<file path="src/rtl/apb_resp_pkg.sv">
// apb_resp_pkg: shared FSM state type, register-index helpers and
// error-reason codes for the apb_reg_responder APB completer.
package apb_resp_pkg;

    // Responder FSM. SETUP is the cycle after the bus setup phase was seen,
    // ACCESS holds until the wait counter drains and the transfer completes.
    typedef enum logic [1:0] {
        IDLE   = 2'd0,
        SETUP  = 2'd1,
        ACCESS = 2'd2
    } state_t;

    // Word index of the read-only identification register.
    localparam int ID_INDEX = 0;

    // Decode outcome of a captured transfer; anything but ERR_NONE
    // completes with PSLVERR and has no side effect.
    localparam logic [1:0] ERR_NONE  = 2'd0;
    localparam logic [1:0] ERR_ALIGN = 2'd1;
    localparam logic [1:0] ERR_RANGE = 2'd2;
    localparam logic [1:0] ERR_RO    = 2'd3;

    // Bits needed to address nregs words (at least one bit).
    function automatic int idx_width(input int nregs);
        return (nregs > 1) ? $clog2(nregs) : 1;
    endfunction

endpackage

</file>
<file path="src/rtl/apb_resp_regfile.sv">
// apb_resp_regfile: word register array behind apb_reg_responder.
// Index 0 is a constant ID word; indices 1..P_NUM_REGS-1 are storage with
// per-byte write enables. Reads are a combinational mux on idx.
module apb_resp_regfile
    import apb_resp_pkg::*;
#(
    parameter int                      P_DATA_WIDTH = 32,
    parameter int                      P_NUM_REGS   = 8,
    parameter logic [P_DATA_WIDTH-1:0] P_ID_VALUE   = 32'hA5B0_0001,
    parameter int                      P_IDX_WIDTH  = idx_width(P_NUM_REGS)
) (
    input  logic                      clk,
    input  logic                      rst_n,
    input  logic                      we,
    input  logic [P_DATA_WIDTH/8-1:0] be,
    input  logic [P_IDX_WIDTH-1:0]    idx,
    input  logic [P_DATA_WIDTH-1:0]   wdata,
    output logic [P_DATA_WIDTH-1:0]   rdata
);

    localparam int NB = P_DATA_WIDTH / 8;

    // Index 0 has no storage: it is the constant ID word.
    logic [P_DATA_WIDTH-1:0] regs [1:P_NUM_REGS-1];

    // Storage update: byte lanes with be set take wdata on a write strobe.
    always_ff @(posedge clk or negedge rst_n) begin
        if (!rst_n) begin
            for (int i = 1; i < P_NUM_REGS; i++) begin
                regs[i] <= '0;
            end
        end else if (we) begin
            for (int i = 1; i < P_NUM_REGS; i++) begin
                if (idx == P_IDX_WIDTH'(i)) begin
                    for (int b = 0; b < NB; b++) begin
                        if (be[b]) begin
                            regs[i][8*b +: 8] <= wdata[8*b +: 8];
                        end
                    end
                end
            end
        end
    end

    // Read mux: ID constant at index 0, stored word otherwise.
    always_comb begin
        rdata = '0;
        if (idx == P_IDX_WIDTH'(ID_INDEX)) begin
            rdata = P_ID_VALUE;
        end
        for (int i = 1; i < P_NUM_REGS; i++) begin
            if (idx == P_IDX_WIDTH'(i)) begin
                rdata = regs[i];
            end
        end
    end

endmodule

</file>
<file path="src/rtl/apb_reg_responder.sv">
// apb_reg_responder: APB completer in front of a small register file.
// Captures each transfer, inserts P_WAIT_CYCLES wait states in ACCESS,
// flags misaligned / out-of-range / ID-register writes with PSLVERR.
// Optional build macro APB_RESP_PSTRB_EN: honour I_PSTRB byte strobes on
// writes; without it every write updates the full word.
module apb_reg_responder
    import apb_resp_pkg::*;
#(
    parameter int                      P_ADDR_WIDTH  = 12,
    parameter int                      P_DATA_WIDTH  = 32,
    parameter int                      P_NUM_REGS    = 8,
    parameter int                      P_WAIT_CYCLES = 0,
    parameter logic [P_DATA_WIDTH-1:0] P_ID_VALUE    = 32'hA5B0_0001
) (
    input  logic                      I_CLK,
    input  logic                      I_RESETn,
    input  logic                      I_PSEL,
    input  logic                      I_PENABLE,
    input  logic                      I_PWRITE,
    input  logic [P_ADDR_WIDTH-1:0]   I_PADDR,
    input  logic [P_DATA_WIDTH-1:0]   I_PWDATA,
    input  logic [P_DATA_WIDTH/8-1:0] I_PSTRB,
    output logic [P_DATA_WIDTH-1:0]   O_PRDATA,
    output logic                      O_PREADY,
    output logic                      O_PSLVERR
);

    localparam int NB = P_DATA_WIDTH / 8;
    localparam int IW = idx_width(P_NUM_REGS);
    localparam int WW = P_ADDR_WIDTH - 2;

    state_t                  state;
    logic [3:0]              cnt;
    logic [P_ADDR_WIDTH-1:0] addr_q;
    logic                    wr_q;
    logic [P_DATA_WIDTH-1:0] wdata_q;
    logic [P_DATA_WIDTH-1:0] rdata_q;
    logic                    err_q;

    logic                    setup_seen;
    logic [WW-1:0]           widx;
    logic [1:0]              reason;
    logic                    rf_we;
    logic [NB-1:0]           be;
    logic [P_DATA_WIDTH-1:0] rf_rdata;

    // A bus setup phase is what starts a transfer from IDLE.
    assign setup_seen = I_PSEL && !I_PENABLE;

    // Decode the captured address into a word index and an error reason.
    always_comb begin
        widx   = addr_q[P_ADDR_WIDTH-1:2];
        reason = ERR_NONE;
        if (addr_q[1:0] != 2'b00) begin
            reason = ERR_ALIGN;
        end else if (int'(widx) >= P_NUM_REGS) begin
            reason = ERR_RANGE;
        end else if (wr_q && (int'(widx) == ID_INDEX)) begin
            reason = ERR_RO;
        end
    end

    // Transfer control: capture in IDLE, register read data into ACCESS,
    // count wait states, abort on PSEL drop, return to IDLE on completion.
    always_ff @(posedge I_CLK or negedge I_RESETn) begin
        if (!I_RESETn) begin
            state   <= IDLE;
            cnt     <= 4'd0;
            addr_q  <= '0;
            wr_q    <= 1'b0;
            wdata_q <= '0;
            rdata_q <= '0;
            err_q   <= 1'b0;
        end else begin
            case (state)
                IDLE: begin
                    if (setup_seen) begin
                        state   <= SETUP;
                        addr_q  <= I_PADDR;
                        wr_q    <= I_PWRITE;
                        wdata_q <= I_PWDATA;
                        cnt     <= 4'(P_WAIT_CYCLES);
                    end
                end
                SETUP: begin
                    if (!I_PSEL) begin
                        state <= IDLE;
                        cnt   <= 4'd0;
                    end else begin
                        state   <= ACCESS;
                        err_q   <= (reason != ERR_NONE);
                        rdata_q <= (wr_q || reason != ERR_NONE) ? '0 : rf_rdata;
                    end
                end
                ACCESS: begin
                    if (!I_PSEL) begin
                        state <= IDLE;
                        cnt   <= 4'd0;
                    end else if (cnt != 4'd0) begin
                        cnt <= cnt - 4'd1;
                    end else if (I_PENABLE) begin
                        state <= IDLE;
                    end
                end
                default: begin
                    state <= IDLE;
                    cnt   <= 4'd0;
                end
            endcase
        end
    end

    assign O_PREADY  = (state == ACCESS) && (cnt == 4'd0);
    assign O_PRDATA  = O_PREADY ? rdata_q : '0;
    assign O_PSLVERR = O_PREADY && err_q;

    // Commit only on the completion edge of a clean write.
    assign rf_we = O_PREADY && I_PSEL && I_PENABLE && wr_q && !err_q;

`ifdef APB_RESP_PSTRB_EN
    logic [NB-1:0] strb_q;

    // Strobes are captured alongside the rest of the transfer.
    always_ff @(posedge I_CLK or negedge I_RESETn) begin
        if (!I_RESETn) begin
            strb_q <= '0;
        end else if (state == IDLE && setup_seen) begin
            strb_q <= I_PSTRB;
        end
    end

    assign be = strb_q;
`else
    logic unused_pstrb;
    assign unused_pstrb = ^I_PSTRB;
    assign be = '1;
`endif

    apb_resp_regfile #(
        .P_DATA_WIDTH (P_DATA_WIDTH),
        .P_NUM_REGS   (P_NUM_REGS),
        .P_ID_VALUE   (P_ID_VALUE),
        .P_IDX_WIDTH  (IW)
    ) u_regfile (
        .clk   (I_CLK),
        .rst_n (I_RESETn),
        .we    (rf_we),
        .be    (be),
        .idx   (widx[IW-1:0]),
        .wdata (wdata_q),
        .rdata (rf_rdata)
    );

endmodule

</file>
<file path="config.mk">
export PLATFORM = sky130hd
export DESIGN_NAME = apb_reg_responder
export DESIGN_NICKNAME = d
export VERILOG_FILES = /design/src/rtl/apb_resp_pkg.sv /design/src/rtl/apb_resp_regfile.sv /design/src/rtl/apb_reg_responder.sv
export SDC_FILE = /design/constraint.sdc
export NUM_CORES = 1
export LEC_CHECK = 0
export CELL_PAD_IN_SITES_DETAIL_PLACEMENT = 0
export CELL_PAD_IN_SITES_GLOBAL_PLACEMENT = 2
export CORE_MARGIN = 4
export CORE_UTILIZATION = 38
export DETAILED_ROUTE_END_ITERATION = 8
export PLACE_DENSITY = 0.76
export SLEW_MARGIN = 5
export SYNTH_ARGS = -nofsm -noshare
export SYNTH_HDL_FRONTEND = slang
export SYNTH_SLANG_ARGS = --single-unit
</file>
<file path="constraint.sdc">
create_clock -name I_CLK -period 2.1 [get_ports I_CLK]
set_input_delay 0.42 -clock I_CLK [delete_from_list [all_inputs] [get_ports I_CLK]]
set_output_delay 0.42 -clock I_CLK [all_outputs]
set_load 0.005 [all_outputs]
</file>
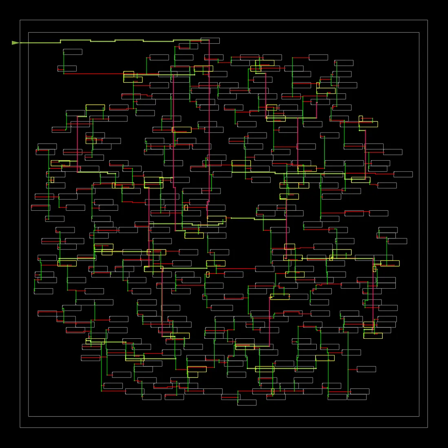
(run_1/clocks.png)
number of clock sinks: 308
count of clock-net buffers in the final layout: 54
clock tree skew after final layout: 0.01093 ns

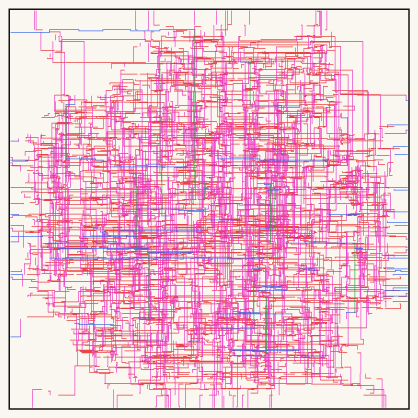
(run_1/wires.png)
(2 px per µm)
metal 3 -> blue  # wire length 1420 µm
metal 1 -> red  # wire length 18500 µm
metal 4 -> green  # wire length 536 µm
metal 2 -> magenta  # wire length 18300 µm

==> flow_summary.yaml, run 1 <==
# yosys + openroad results
power_and_ir_drop:
  p_int_mw: 10.88
  clock_power_share_pct: 39.3
  pwr_per_cell_area_nw_per_um2: 810.6
detailed_routing:
  drt_wl_total_um: 38790
  post_drt_via_cell_ratio: 5.455
final_layout:
  comb-cell-share_pct: 34.79
  nNetsFinal: 1261
  multi_input_combinational_cell_count: 658
  area.share.sequential_pct: 42.10
  seq_cell_count: 308
synthesis:
  synthesis.yosys.warnings: 0
  synth_cell_type_count: 42
  post-synth-top-count-cell: "sky130_fd_sc_hd__dfrtp_1"
  synth.mux.area_fraction_pct: 26.41
  cell_taking_the_most_area_after_synthesis: "sky130_fd_sc_hd__dfrtp_1"
  synthesis.area_um2: 13890
  synth-edff-count: 0
  netlist_logic_family_top: "multiplexers"
  top_area_share_pct: 55.50
  ys_seq_elements: 308
timing:
  hold_viol_final: 0
  max_freq_ghz: 0.3566
  finalSetupViolCount: 258
  worst_pin_slew_ns: 0.5091
  worst_path_setup_slack_after_routing_ns: -0.7041
run_status:
  outcome: "complete, but fails checks"
  violations: "setup timing"
worst_setup_path:
  timing.critical_path.from_type: "register"
  worst-r2r-cell-count: 9
global_routing:
  grt_overflow_total: 0
  gr-usage-all-layers_pct: 18.89
  antenna_found_initial: 0
  grt_start_max_net_pins: 66
run:
  max-cap-violations: 0
placement:
  place_ws_ns: -0.5617
clock_tree:
  clk_root_buffer_cell: "sky130_fd_sc_hd__clkbuf_16"
  number_of_cts_inserted_buffers: 35
  insertion_delay_ns: 0.51
  tritoncts: "done"
die:
  y_dimension_of_the_die_um: 199.2
  boundaryPins: 87
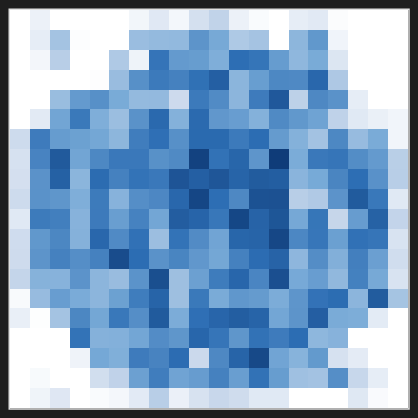
(run_1/cell_density.png)
(2 px per µm) 20 x 20 tiles, from white (low) to dark blue (high), 0 to 100% covered.
densest ninth of the die = center
mean over tiles = 45%
nearly empty tiles = 15%
fullest tile = 95%
share of the core filled by cells before placement: 38.76%
core box area: 35830 µm²
final cell utilization of the core: 51.15%

-- run 1: per-stage QoR --
step           power, mW  hold slack (ns)  area [µm²]  cells
3_3_place_gp       8.919           0.3443       15810   1587
3_5_place_dp       8.947           0.3454       15810   1587
2_1_floorplan      7.908           0.1244       13920   1053
5_1_grt            15.49           0.4206       18320   1686
6_report           14.85           0.3919       18330   1687
4_1_cts            14.99           0.3968       17940   1674
-- run 1: what timing repair did --
action | 4_1_cts | 5_1_grt
pin swaps | 27 | 6
cloned | 12 | 10
resized | 317 | 65
hold endpoints to repair | 36 | 0
hold buffers | 1 | 0
setup endpoints to repair | 110 | 261
setup buffers | 20 | 10
-- run 1: worst max-delay path: stages (launching register included) --
cell                      delay, ns
sky130_fd_sc_hd__dfrtp_1       0.38
sky130_fd_sc_hd__inv_2         0.07
sky130_fd_sc_hd__ha_4          0.12
sky130_fd_sc_hd__or3b_4        0.39
sky130_fd_sc_hd__nor3b_4       0.24
sky130_fd_sc_hd__buf_6         0.14
sky130_fd_sc_hd__buf_8         0.12
sky130_fd_sc_hd__buf_12        0.14
sky130_fd_sc_hd__and2_4        0.16
sky130_fd_sc_hd__buf_6         0.09
-- run 1: power by group through the flow --
stage                     Sequential [mW]  Clock (mW)  Combinational (mW)
after floorplan                      6.67           0                1.24
after global placement               6.86           0                2.06
after detailed placement             6.87           0                2.07
after CTS                            6.79        5.98                2.22
after global routing                 6.87        6.23                2.40
final                                6.79        5.83                2.23
-- run 1: final timing paths --
| kind | startpoint | end |
|---|---|---|
| max reg2reg | cnt[0] | u_regfile.regs[76] |
| min | I_RESETn | rdata_q[18] |
| max in group asynchronous | I_RESETn | addr_q[11] |
| min reg2reg | rdata_q[26] | rdata_q[26] |
| min in group I_CLK | rdata_q[26] | rdata_q[26] |
| max | cnt[0] | O_PRDATA[22] |
-- run 1: routing by layer --
layer / part of all wire, % / vias up / track usage (%)
met5: 0 / - / 0
met4: 1.4 / 0 / 3.571
met3: 3.7 / 40 / 3.085
met2: 47 / 163 / 31.01
met1: 48 / 4862 / 26.89
li1: - / 4138 / -
-- run 1: cells in the final DEF (no fill, tap or decap), drive strengths merged, types with 21 or more instances in the layout --
master and count:
dfrtp 308, mux2 272, buf 138, nor2 73, clkbuf 61, clkdlybuf4s50 47, o21ai 39, nand2 37
and2 33, mux2i 29, a31oi 21
-- run 1: cells by family (layout without fill, tap and decap cells) --
logic type | Yosys count | after routing
muxes | 310 | 310
DFF | 308 | 308
and+or+nand+nor | 176 | 176
AOI/OAI and AO/OA | 171 | 171
buffers and inverters | 87 | 259
adders and majority gates | 1 | 1
other | 0 | 1
-- run 1: flip-flops by register name (all words and copies together) (netlist names) --
signal          cells
rdata_q            32
err_q               1
addr_q             12
wdata_q            32
cnt                 4
state               2
wr_q                1
u_regfile.regs    224
--- run 2 (diff from run 1) ---
--- a/config.mk
+++ b/config.mk
@@ -10,6 +10,7 @@
 export CORE_MARGIN = 4
 export CORE_UTILIZATION = 38
 export DETAILED_ROUTE_END_ITERATION = 8
+export GPL_ROUTABILITY_DRIVEN = 0
 export PLACE_DENSITY = 0.76
 export SLEW_MARGIN = 5
 export SYNTH_ARGS = -nofsm -noshare
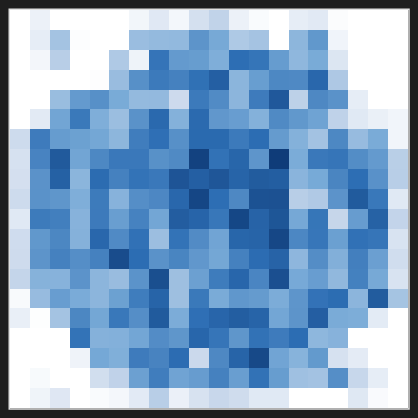
(run_2/cell_density.png)
(2 px per µm) 20 x 20 tiles, from white (low) to dark blue (high), 0 to 100% covered.
emptiest ninth of the die = north-west
fullest tile = 95%
mean over tiles = 45%
densest ninth of the die = center

==> flow_summary.yaml, run 2 <==
# yosys + openroad results
synthesis:
  synthesis.area_um2: 13890
  ys_seq_elements: 308
  synth_cell_type_count: 42
  synthesis.yosys.warnings: 0
  netlist_logic_family_top: "multiplexers"
  post-synth-top-count-cell: "sky130_fd_sc_hd__dfrtp_1"
die:
  y_dimension_of_the_die_um: 199.2
  floorplan.initialDensity_pct: 38.76
  core_area_um2: 35830
  boundaryPins: 87
run:
  max-cap-violations: 0
global_routing:
  antenna_found_initial: 0
  gr-usage-all-layers_pct: 18.89
  grt_start_max_net_pins: 66
  globalRouteMet2Util_pct: 31.01
  grt_use_met3_pct: 3.085
  grt_overflow_total: 0
  gr-max-usage-layer: "met2"
timing:
  finalSetupViolCount: 258
  worst_path_setup_slack_after_routing_ns: -0.7041
  final.hold.worst_slack_ns: 0.3919
  skew_ns: 0.01093
  hold_viol_final: 0
run_status:
  outcome: "complete, but fails checks"
  violations: "setup timing"
clock_tree:
  number_of_cts_inserted_buffers: 35
  number_of_clock_sinks: 308
  tritoncts: "done"
  clk_root_buffer_cell: "sky130_fd_sc_hd__clkbuf_16"
final_layout:
  layout_top_cells: "sky130_fd_sc_hd__dfrtp_1 (305), sky130_fd_sc_hd__mux2_4 (143), sky130_fd_sc_hd__mux2_2 (129)"
  biggestRegsByFlops: "u_regfile.regs: 224 flops, rdata_q: 32 flops, wdata_q: 32 flops"
  flip_flop_count_of_the_largest_register_after_layout: 224
worst_setup_path:
  timing.critical_path.from_type: "register"
detailed_routing:
  post_drt_via_cell_ratio: 5.455
  drt_wl_total_um: 38790
placement:
  place_ws_ns: -0.5617
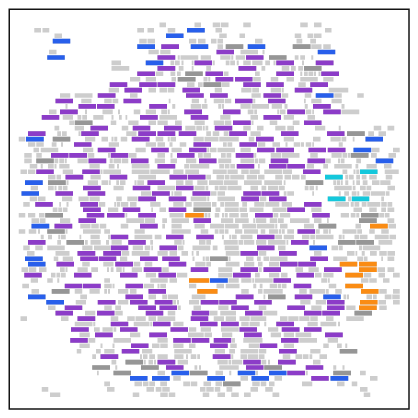
(run_2/flops_by_reg.png)
(2 px per µm) Other sequential cells in the stronger gray, the rest of the logic in the fainter gray.
`addr_q` -> orange  # placed flops 12
`wdata_q` -> blue  # placed flops 32, where all over the die
`u_regfile.regs` -> purple  # placed flops 224
`cnt` -> cyan  # placed flops 4, where east

[run 2: cell counts in the layout (fill, tap and decap cells not counted)]
No cell type changed its count.
[run 2: path summary, 6_finish.rpt]
path | startpoint | endpoint | slack (ns) | cells after the start
worst max-delay path | cnt[0] | O_PRDATA[22] | -0.70 | 9
worst min-delay path | I_RESETn | rdata_q[18] | 0.39 | 2
worst max register to register | cnt[0] | u_regfile.regs[76] | -0.31 | 9
worst min register to register | rdata_q[26] | rdata_q[26] | 0.49 | 2
max in group asynchronous | I_RESETn | addr_q[11] | 1.01 | 3
min in group I_CLK | rdata_q[26] | rdata_q[26] | 0.49 | 2
[run 2: metrics by stage]
stage | cell area [µm²] | cells | utilization, %
6_report | 18330 | 1687 | 51.15
5_1_grt | 18320 | 1686 | 51.14
4_1_cts | 17940 | 1674 | 50.07
2_1_floorplan | 13920 | 1053 | -
3_5_place_dp | 15810 | 1587 | 44.11
3_3_place_gp | 15810 | 1587 | 44.11
[run 2: routing by layer]
| layer | up-vias | wire, µm |
|---|---|---|
| li1 | 4138 | - |
| met3 | 40 | 1418 |
| met2 | 163 | 18310 |
| met1 | 4862 | 18530 |
| met5 | - | 0 |
| met4 | 0 | 535 |
[run 2: final cells by class]
cell class              count  area [µm²]
diodes                      1       2.502
clock buffers              54        1080
clock inverters             1       5.005
fillers                  3059       17500
inverters                  11       41.29
multi-input cells         658        6375
flip-flops and latches    308        7716
well taps                 461       576.8
repair buffers            193        2530
[run 2: critical path: stages (launching register included)]
cell and delay [ns]:
sky130_fd_sc_hd__dfrtp_1 0.38, sky130_fd_sc_hd__inv_2 0.07, sky130_fd_sc_hd__ha_4 0.12, sky130_fd_sc_hd__or3b_4 0.39
sky130_fd_sc_hd__nor3b_4 0.24, sky130_fd_sc_hd__buf_6 0.14, sky130_fd_sc_hd__buf_8 0.12, sky130_fd_sc_hd__buf_12 0.14
sky130_fd_sc_hd__and2_4 0.16, sky130_fd_sc_hd__buf_6 0.09
[run 2: cells by family after synthesis]
family | Yosys count
multiplexers | 310
flip-flops | 308
AND/OR/NAND/NOR | 176
AND-OR/OR-AND | 171
buffers and inverters | 87
adder cells (fa/ha/maj) | 1
[run 2: repair_timing]
item	4_1_cts	5_1_grt
setup endpoints to repair	110	261
gates resized	317	65
setup buffers	20	10
pin swaps	27	6
cloned	12	10
hold buffers	1	0
endpoints found under the hold margin	36	0
[run 2: power by group]
group / total (mW) / internal (mW) / leakage (nW) / switching [mW]
Clock: 5.83 / 3.50 / 0.534 / 2.33
Sequential: 6.79 / 6.31 / 4.19 / 0.482
Combinational: 2.23 / 1.06 / 4.19 / 1.16
Power figures rest on the tool's default switching activity, not on a simulated workload.
